--- config.mk ---
export PLATFORM = sky130hd
export DESIGN_NAME = decryption_seq
export DESIGN_NICKNAME = d
export VERILOG_FILES = /design/src/rtl/decryption_seq.sv
export SDC_FILE = /design/constraint.sdc
export NUM_CORES = 1
export LEC_CHECK = 0
export CAP_MARGIN = 10
export CORE_MARGIN = 8
export CORE_UTILIZATION = 40
export CTS_CLUSTER_DIAMETER = 200
export CTS_CLUSTER_SIZE = 40
export DETAILED_ROUTE_END_ITERATION = 10
export PLACE_DENSITY = 0.67
export SYNTH_ARGS = -nofsm -noshare
export SYNTH_HDL_FRONTEND = slang
export SYNTH_SLANG_ARGS = --single-unit
--- constraint.sdc ---
create_clock -name clk -period 2.6 [get_ports clk]
set_clock_uncertainty 0.05 [all_clocks]
set_input_delay 0.52 -clock clk [delete_from_list [all_inputs] [get_ports clk]]
set_output_delay 0.52 -clock clk [all_outputs]
set_load 0.01 [all_outputs]
--- src/rtl/decryption_seq.sv ---
// decryption_seq: iterative S-AES decryptor (inverse of AddKey0/SubNib/MixCol/AddKey1/SubNib/AddKey2).
// Shares NIBS_PER_CYC inverse S-box lanes across both substitution phases.
`default_nettype none

module decryption_seq #(
  parameter int NIBS_PER_CYC = 1
) (
  input  logic        clk,
  input  logic        rst_n,
  input  logic        in_valid,
  output logic        in_ready,
  input  logic [15:0] cipher,
  input  logic [15:0] key0,
  input  logic [15:0] key1,
  input  logic [15:0] key2,
  output logic        out_valid,
  input  logic        out_ready,
  output logic [15:0] plain,
  output logic        busy
);

  generate
    if (NIBS_PER_CYC != 1 && NIBS_PER_CYC != 2 && NIBS_PER_CYC != 4) begin : g_bad_param
      $error("decryption_seq: NIBS_PER_CYC must be 1, 2 or 4");
    end
  endgenerate

  localparam int SUB_CYCLES = 4 / NIBS_PER_CYC;
  localparam logic [1:0] LAST_CNT = 2'(SUB_CYCLES - 1);

  typedef enum logic [2:0] {
    IDLE = 3'd0,
    SUB1 = 3'd1,
    MIX  = 3'd2,
    SUB2 = 3'd3,
    FIN  = 3'd4,
    DONE = 3'd5
  } state_t;

  state_t      state;
  logic [15:0] st;
  logic [15:0] k1;
  logic [15:0] k0;
  logic [1:0]  cnt;
  logic [15:0] sub_next;
  logic [15:0] mix_in;
  logic [15:0] mix_next;
  logic [1:0]  idx;

  function automatic logic [3:0] inv_sbox(input logic [3:0] n);
    case (n)
      4'h0: inv_sbox = 4'hA;  4'h1: inv_sbox = 4'h5;
      4'h2: inv_sbox = 4'h9;  4'h3: inv_sbox = 4'hB;
      4'h4: inv_sbox = 4'h1;  4'h5: inv_sbox = 4'h7;
      4'h6: inv_sbox = 4'h8;  4'h7: inv_sbox = 4'hF;
      4'h8: inv_sbox = 4'h6;  4'h9: inv_sbox = 4'h0;
      4'hA: inv_sbox = 4'h2;  4'hB: inv_sbox = 4'h3;
      4'hC: inv_sbox = 4'hC;  4'hD: inv_sbox = 4'h4;
      4'hE: inv_sbox = 4'hD;  default: inv_sbox = 4'hE;
    endcase
  endfunction

  // Multiply by x in GF(2^4) reduced by x^4+x+1.
  function automatic logic [3:0] mul2(input logic [3:0] a);
    mul2 = {a[2:0], 1'b0} ^ (a[3] ? 4'h3 : 4'h0);
  endfunction

  function automatic logic [3:0] mul9(input logic [3:0] a);
    mul9 = mul2(mul2(mul2(a))) ^ a;
  endfunction

  function automatic logic [7:0] inv_mix(input logic [7:0] col);
    inv_mix = {mul9(col[7:4]) ^ mul2(col[3:0]), mul2(col[7:4]) ^ mul9(col[3:0])};
  endfunction

  // Lane j of count step c works on nibble 3-(c*N+j): n3 goes first.
  always_comb begin
    sub_next = st;
    idx      = 2'd0;
    for (int j = 0; j < NIBS_PER_CYC; j++) begin
      idx = 2'd3 - 2'(int'(cnt) * NIBS_PER_CYC + j);
      sub_next[idx*4 +: 4] = inv_sbox(st[idx*4 +: 4]);
    end
  end

  assign mix_in   = st ^ k1;
  assign mix_next = {inv_mix(mix_in[15:8]), inv_mix(mix_in[7:0])};

  assign in_ready = (state == IDLE);
  assign busy     = (state != IDLE);

  always_ff @(posedge clk or negedge rst_n) begin
    if (!rst_n) begin
      state     <= IDLE;
      st        <= 16'h0000;
      k1        <= 16'h0000;
      k0        <= 16'h0000;
      cnt       <= 2'd0;
      plain     <= 16'h0000;
      out_valid <= 1'b0;
    end else begin
      case (state)
        IDLE: begin
          if (in_valid) begin
            st    <= cipher ^ key2;
            k1    <= key1;
            k0    <= key0;
            cnt   <= 2'd0;
            state <= SUB1;
          end
        end
        SUB1, SUB2: begin
          st <= sub_next;
          if (cnt == LAST_CNT) begin
            cnt   <= 2'd0;
            state <= (state == SUB1) ? MIX : FIN;
          end else begin
            cnt <= cnt + 2'd1;
          end
        end
        MIX: begin
          st    <= mix_next;
          state <= SUB2;
        end
        FIN: begin
          plain     <= st ^ k0;
          out_valid <= 1'b1;
          state     <= DONE;
        end
        DONE: begin
          if (out_ready) begin
            out_valid <= 1'b0;
            state     <= IDLE;
          end
        end
        default: state <= IDLE;
      endcase
    end
  end

endmodule

`default_nettype wire
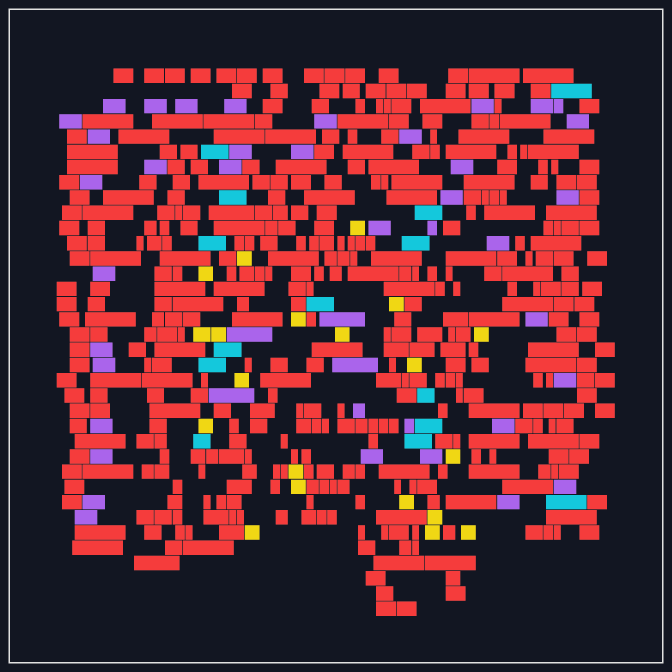
*Cell sizes after repair, run 1*
- _3 and _4 cells: yellow (cells 20; share 4.1%)
- _0 and _1 cells: red (cells 405; share 84%)
- _2 cells: purple (cells 43; share 8.9%)
- _6 and larger: cyan (cells 14; share 2.9%)
Final Cell Area: 0.00532 mm²
non-clock buffer count: 106

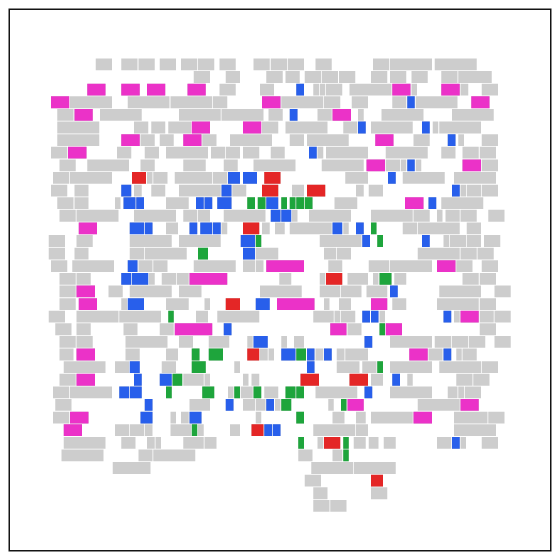
*Logic cells by family, run 1*
- AND-OR and OR-AND gates: red (cells 13)
- inverting AOI/OAI gates: blue (cells 66)
- NAND gates: green (cells 32)
- multiplexers: magenta (cells 40)
fraction of area in multi-input gates: 0.401
non-filler cells, final: 615
Top cell excl fill/tap: clkdlybuf4s50_1

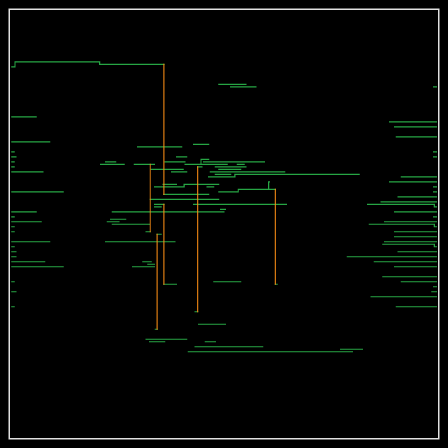
*Metal layers overlaid, run 1*
Only two layers are drawn.
- metal 4: orange (wire length 167 µm)
- metal 3: green (wire length 935 µm)

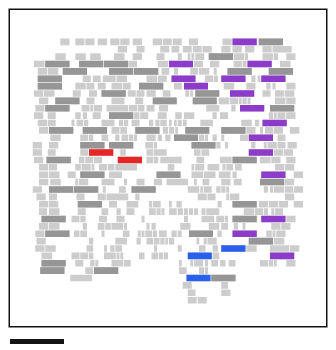
*Register map, names as in the netlist, run 1*
Bar = 20 µm. Other sequential cells in the stronger gray, the rest of the logic in the fainter gray.
- cnt: red (placed flops 2)
- plain: purple (placed flops 16)
- state: blue (placed flops 3)

==> impl_metrics.ini, run 1 <==
; yosys + openroad results
[status]
status = finished clean

[floorplanning]
placementRows = 36
die_area_mm2 = 0.0136
initCoreUtil = 0.413
die_x_um = 116

[final_timing]
final_max_slew_viol_count = 0
hold_violations = 0
finalSetupViolations = 0
worst_slack_ps = 131
max_slew_margin = 0.595
rsz0062_at_grt = false
fmax_mhz = 405
worst_hold_slack_ps = 130
setup_tns_ps = 0

[cells_and_area]
fill_cells = 904
diodes = 0
fin_util = 0.544
combGateArea_mm2 = 0.00213
areaGrowthSynthToFinish_pct = 31.7
n_all_inverters = 14
largest_class = logic gates
lay_top_cells = clkdlybuf4s50_1, dfrtp_1, xnor2_1

[detailed_routing]
antenna_left = 0
met3RoutedLength_um = 934
route.met2.wl_um = 5260
num_vias = 3258
vias_per_cell = 5.30
routed_wl_um = 11800
wl_per_cell_um = 19.2
drt-initial-drc-count = 184
met1_length_um = 5440
drc = 0

[clocking]
root_buffer = clkbuf_8
htreeDepth = 3
post_cts.repair.setup_buffers = 0
clk_path_buf_depth = 2
cts_resized = 0

[placement]
gp_congestion = 0.879
io_buffers = 86
post_dp_cell_area_mm2 = 0.00514

[power_and_ir_drop]
cellPowerDensity_mw_per_mm2 = 1410
finalPower_uw = 7490
power_frac_comb = 0.612
p_leak_uw = 0.00217

[setup_path]
cp.required_ps = 2810
critPathTopFamily = AND-OR/OR-AND gates
cp_max_fo = 5
cp_data_arrival_time_ps = 2680
r2r_start = cnt[0]
cp-end-kind = flip-flop
cp_num_buf_inv = 1

[logic_synthesis]
adder_share = 0.0341
xor_area_frac = 0.150
ys_warn_count = 0
top_logic_kind = XOR/XNOR gates
synth_area_mm2 = 0.00404
ys_cells = 381
async_flop_share = 1.00
edf_count = 0
synthCells = 381
yosys_area_mm2 = 0.00404
ys_sh_mux = 0.122
synth.distinct_cells = 47
synth_flops = 70
postSynthSeqShare = 0.434

[global_routing]
antenna_found_initial = 0
grt_busiest_layer = met2
track_usage = 0.183

[min_path]
hold_path.class = in -> async
run 1: flip-flops by register name (all words and copies together) (netlist names):
name	flops
k1	16
plain	16
out_valid	1
k0	16
state	3
st	16
cnt	2
run 1: power groups by stage:
stage	logic, µW	registers, µW	clock network (µW)
final	4580	2090	820
after global routing	5030	2170	890
after CTS	4570	2100	844
after detailed placement	4540	2120	0
after global placement	4510	2100	0
after floorplan	3070	2070	0
run 1: cells by family after synthesis:
family | after synthesis
AOI/OAI and AO/OA | 79
DFF | 70
adders and majority gates | 11
buffers and inverters | 35
and+or+nand+nor | 80
muxes | 40
xor gates and xnor gates | 66
run 1: Yosys cell counts (3+ instances only):
master    count  share of area
nor3_1        9          0.011
o21ai_0      14          0.017
a21oi_1      25          0.031
clkbuf_1     15          0.014
nand2_1      15          0.014
nand3_1       8         0.0099
ha_1         11          0.034
a31oi_1       3         0.0047
mux2i_1       4         0.0099
a22oi_1       4         0.0074
buf_2         3         0.0037
o32ai_1       3         0.0065
mux4_2        4          0.022
mux2_2       32          0.089
o22ai_1       6         0.0093
xor2_1        6          0.013
nor2_1       30          0.028
dfrtp_1      70           0.43
nor2b_1       3         0.0047
nand2b_1      4         0.0062
o221a_2       3         0.0084
inv_1        14          0.013
xnor2_1      58           0.13
run 1: worst register-to-register path, cell delays in order (launching register included):
cell	delay, ps
dfrtp_1	490
mux4_2	550
inv_1	130
ha_1	250
a221o_1	390
or3_1	360
a31oi_1	170
run 1: path summary, 6_finish.rpt:
path,end,depth (start not counted),slack [ps]
max in group asynchronous,st[3],2,2030
min reg2reg,out_valid,1,430
max reg2reg,st[1],6,130
max,st[1],6,130
min,k0[5],2,130
min in group clk,out_valid,1,430
==> run 2: changes to the inputs <==
--- a/config.mk
+++ b/config.mk
@@ -5,8 +5,7 @@
 export SDC_FILE = /design/constraint.sdc
 export NUM_CORES = 1
 export LEC_CHECK = 0
-export CAP_MARGIN = 10
-export CORE_MARGIN = 8
+export CAP_MARGIN = 20
 export CORE_UTILIZATION = 40
 export CTS_CLUSTER_DIAMETER = 200
 export CTS_CLUSTER_SIZE = 40
==> constraint.sdc (replaced) <==
create_clock -name clk -period 2.2 [get_ports clk]
set_clock_uncertainty 0.05 [all_clocks]
set_input_delay 0.44 -clock clk [delete_from_list [all_inputs] [get_ports clk]]
set_output_delay 0.44 -clock clk [all_outputs]
set_load 0.01 [all_outputs]
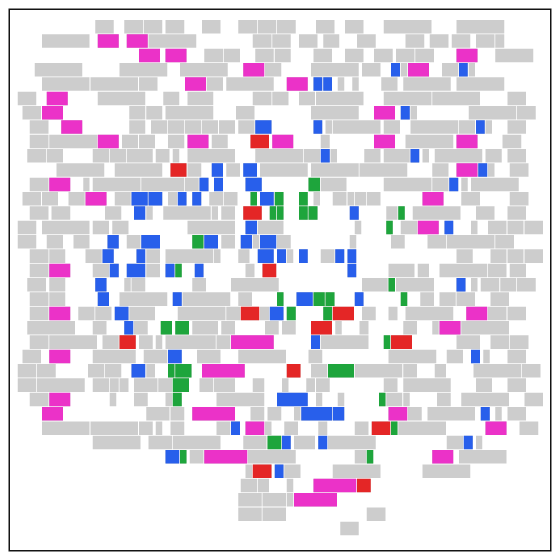
*Logic cells by family, run 2*
- inverting AOI/OAI gates: blue (cells 66)
- multiplexers: magenta (cells 40; where widely spread)
- AND-OR and OR-AND gates: red (cells 13)
- NAND gates: green (cells 32)

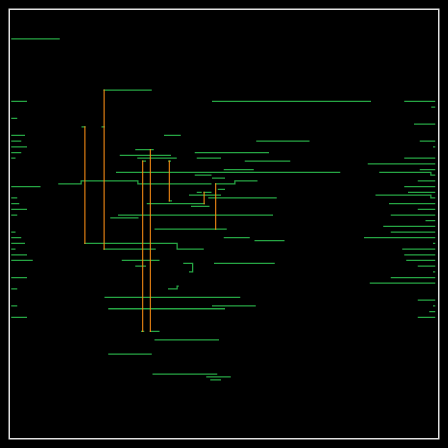
*Metal layers overlaid, run 2*
Only two layers are drawn.
- metal 3: green (wire length 836 µm)
- metal 4: orange (wire length 173 µm)
final WL: 11600 µm
via count: 3373

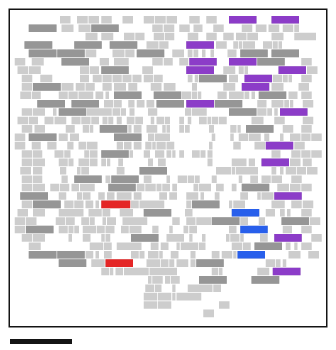
*Register map, names as in the netlist, run 2*
Bar = 20 µm. Other sequential cells in the stronger gray, the rest of the logic in the fainter gray.
- plain: purple (placed flops 16)
- state: blue (placed flops 3)
- cnt: red (placed flops 2)
- not colored: 49

==> run 2 against run 1 <==
Against the previous run:
- the flow now finishes with violations (setup timing)
- cell count is 4.4% higher
- clock-buffer cell count is 1 lower
- hold slack worse by 69 ps
- utilization is 2.8 points higher
- synthesized cell count stayed put
- clock power is 8.8% higher
- die size is 23% lower
- sequential cell count stayed put
- design area is 5.1% higher
- area after synthesis stayed put
- critical path type unchanged
- critical endpoint unchanged
- largest cell class unchanged
- highest routed layer unchanged
==> impl_metrics.ini, run 2 <==
; yosys + openroad results
[status]
status = finished, violations left
violations = setup timing

[cells_and_area]
fin_util = 0.572
diodes = 0
areaGrowthSynthToFinish_pct = 38.5
layout_top_cell = clkdlybuf4s50_1
combGateArea_mm2 = 0.00220
stdcell_count = 642
lay_top_cells = clkdlybuf4s50_1, dfrtp_1, xnor2_1

[final_timing]
max_slew_margin = 0.738
worst_hold_slack_ps = 61.3
final_max_slew_viol_count = 0
setup_tns_ps = -111
finalSetupViolations = 2
rsz0062_at_grt = true
worst_slack_ps = -74.0
fmax_mhz = 440
hold_violations = 0

[logic_synthesis]
yosysMostFrequentCell = dfrtp_1
synth.distinct_cells = 47
yosys_area_mm2 = 0.00404
top_cells_by_count = dfrtp_1, xnor2_1, mux2_2
xor_area_frac = 0.150
syn-mean-instance-area_um2 = 10.6
synthCells = 381
top_logic_kind = XOR/XNOR gates
synth_area_mm2 = 0.00404
postSynthSeqShare = 0.434
edf_count = 0
ys_warn_count = 0
topCellsByArea = dfrtp_1, xnor2_1, mux2_2, ha_1, a21oi_1
synth_flops = 70
yosysTopAreaCellShare = 0.434
ys_cells = 381
async_flop_share = 1.00

[clocking]
root_buffer = clkbuf_8
clk_path_buf_depth = 2
htreeDepth = 3
cts_tree = yes
cts-hold-fix-buffers = 0

[run]
warnings = 38

[setup_path]
cp_data_arrival_time_ps = 2490
cp_num_buf_inv = 1
cp_max_fo = 5
cp.required_ps = 2420

[min_path]
hold_path.class = in -> async

[floorplanning]
placementRows = 36
initCoreUtil = 0.413
die_area_mm2 = 0.0105

[detailed_routing]
drt-initial-drc-count = 163
wl_per_cell_um = 18.0
antenna_left = 0
vias_per_cell = 5.25
drc = 0

[power_and_ir_drop]
p_leak_uw = 0.00231
finalPower_uw = 9520
cellPowerDensity_mw_per_mm2 = 1700

[placement]
gp_congestion = 1.02

[global_routing]
track_usage = 0.234
-- run 2: netlist changes by cell type in the layout (fill, tap and decap cells not counted), moves of 3 or more --
cell        change
buf_4          +26
clkinvlp_4      +3
o21ai_0         -3
o21ai_1         +3
-- run 2: where the power goes --
part,total (µW),switching (µW),internal (µW)
clock network,892,495,398
registers,2350,417,1930
logic,6280,3080,3200
-- run 2: kinds of logic (layout without fill, tap and decap cells) --
group	count (synthesis)	count (layout)
DFF	70	70
buffers and inverters	35	163
AOI/OAI and AO/OA	79	79
adders and majority gates	11	11
muxes	40	40
and+or+nand+nor	80	80
xor gates and xnor gates	66	66
-- run 2: area by class of cell --
cell class,instances,area share
multi-input cells,276,0.394
flip-flops and latches,70,0.314
repair buffers,134,0.224
well taps,133,0.0298
clock buffers,9,0.0222
inverters,14,0.00985
clock inverters,6,0.00716
-- run 2: what timing repair did --
action	4_1_cts	5_1_grt
buffers inserted	1	1
pin swaps	0	8
setup endpoints to repair	6	12
resized	5	13
endpoints found under the hold margin	0	0
-- run 2: final timing paths --
path | depth (start not counted) | from | slack (ps) | end
min in group clk | 1 | out_valid | 440 | out_valid
max reg2reg | 6 | cnt[0] | -70 | st[1]
max | 6 | cnt[0] | -70 | st[1]
min | 2 | rst_n | 60 | plain[5]
min reg2reg | 1 | out_valid | 440 | out_valid
max in group asynchronous | 2 | rst_n | 1720 | cnt[1]
-- run 2: layer usage --
layer | part of all wire | global-route usage | up-vias | routed length, µm
met3 | 0.072 | 0.0410 | 15 | 835
li1 | - | - | 1586 | -
met5 | 0 | 0 | - | 0
met2 | 0.48 | 0.378 | 153 | 5540
met4 | 0.015 | 0.0714 | 0 | 173
met1 | 0.43 | 0.321 | 1619 | 5020
Power and IR drop assume default switching activity.
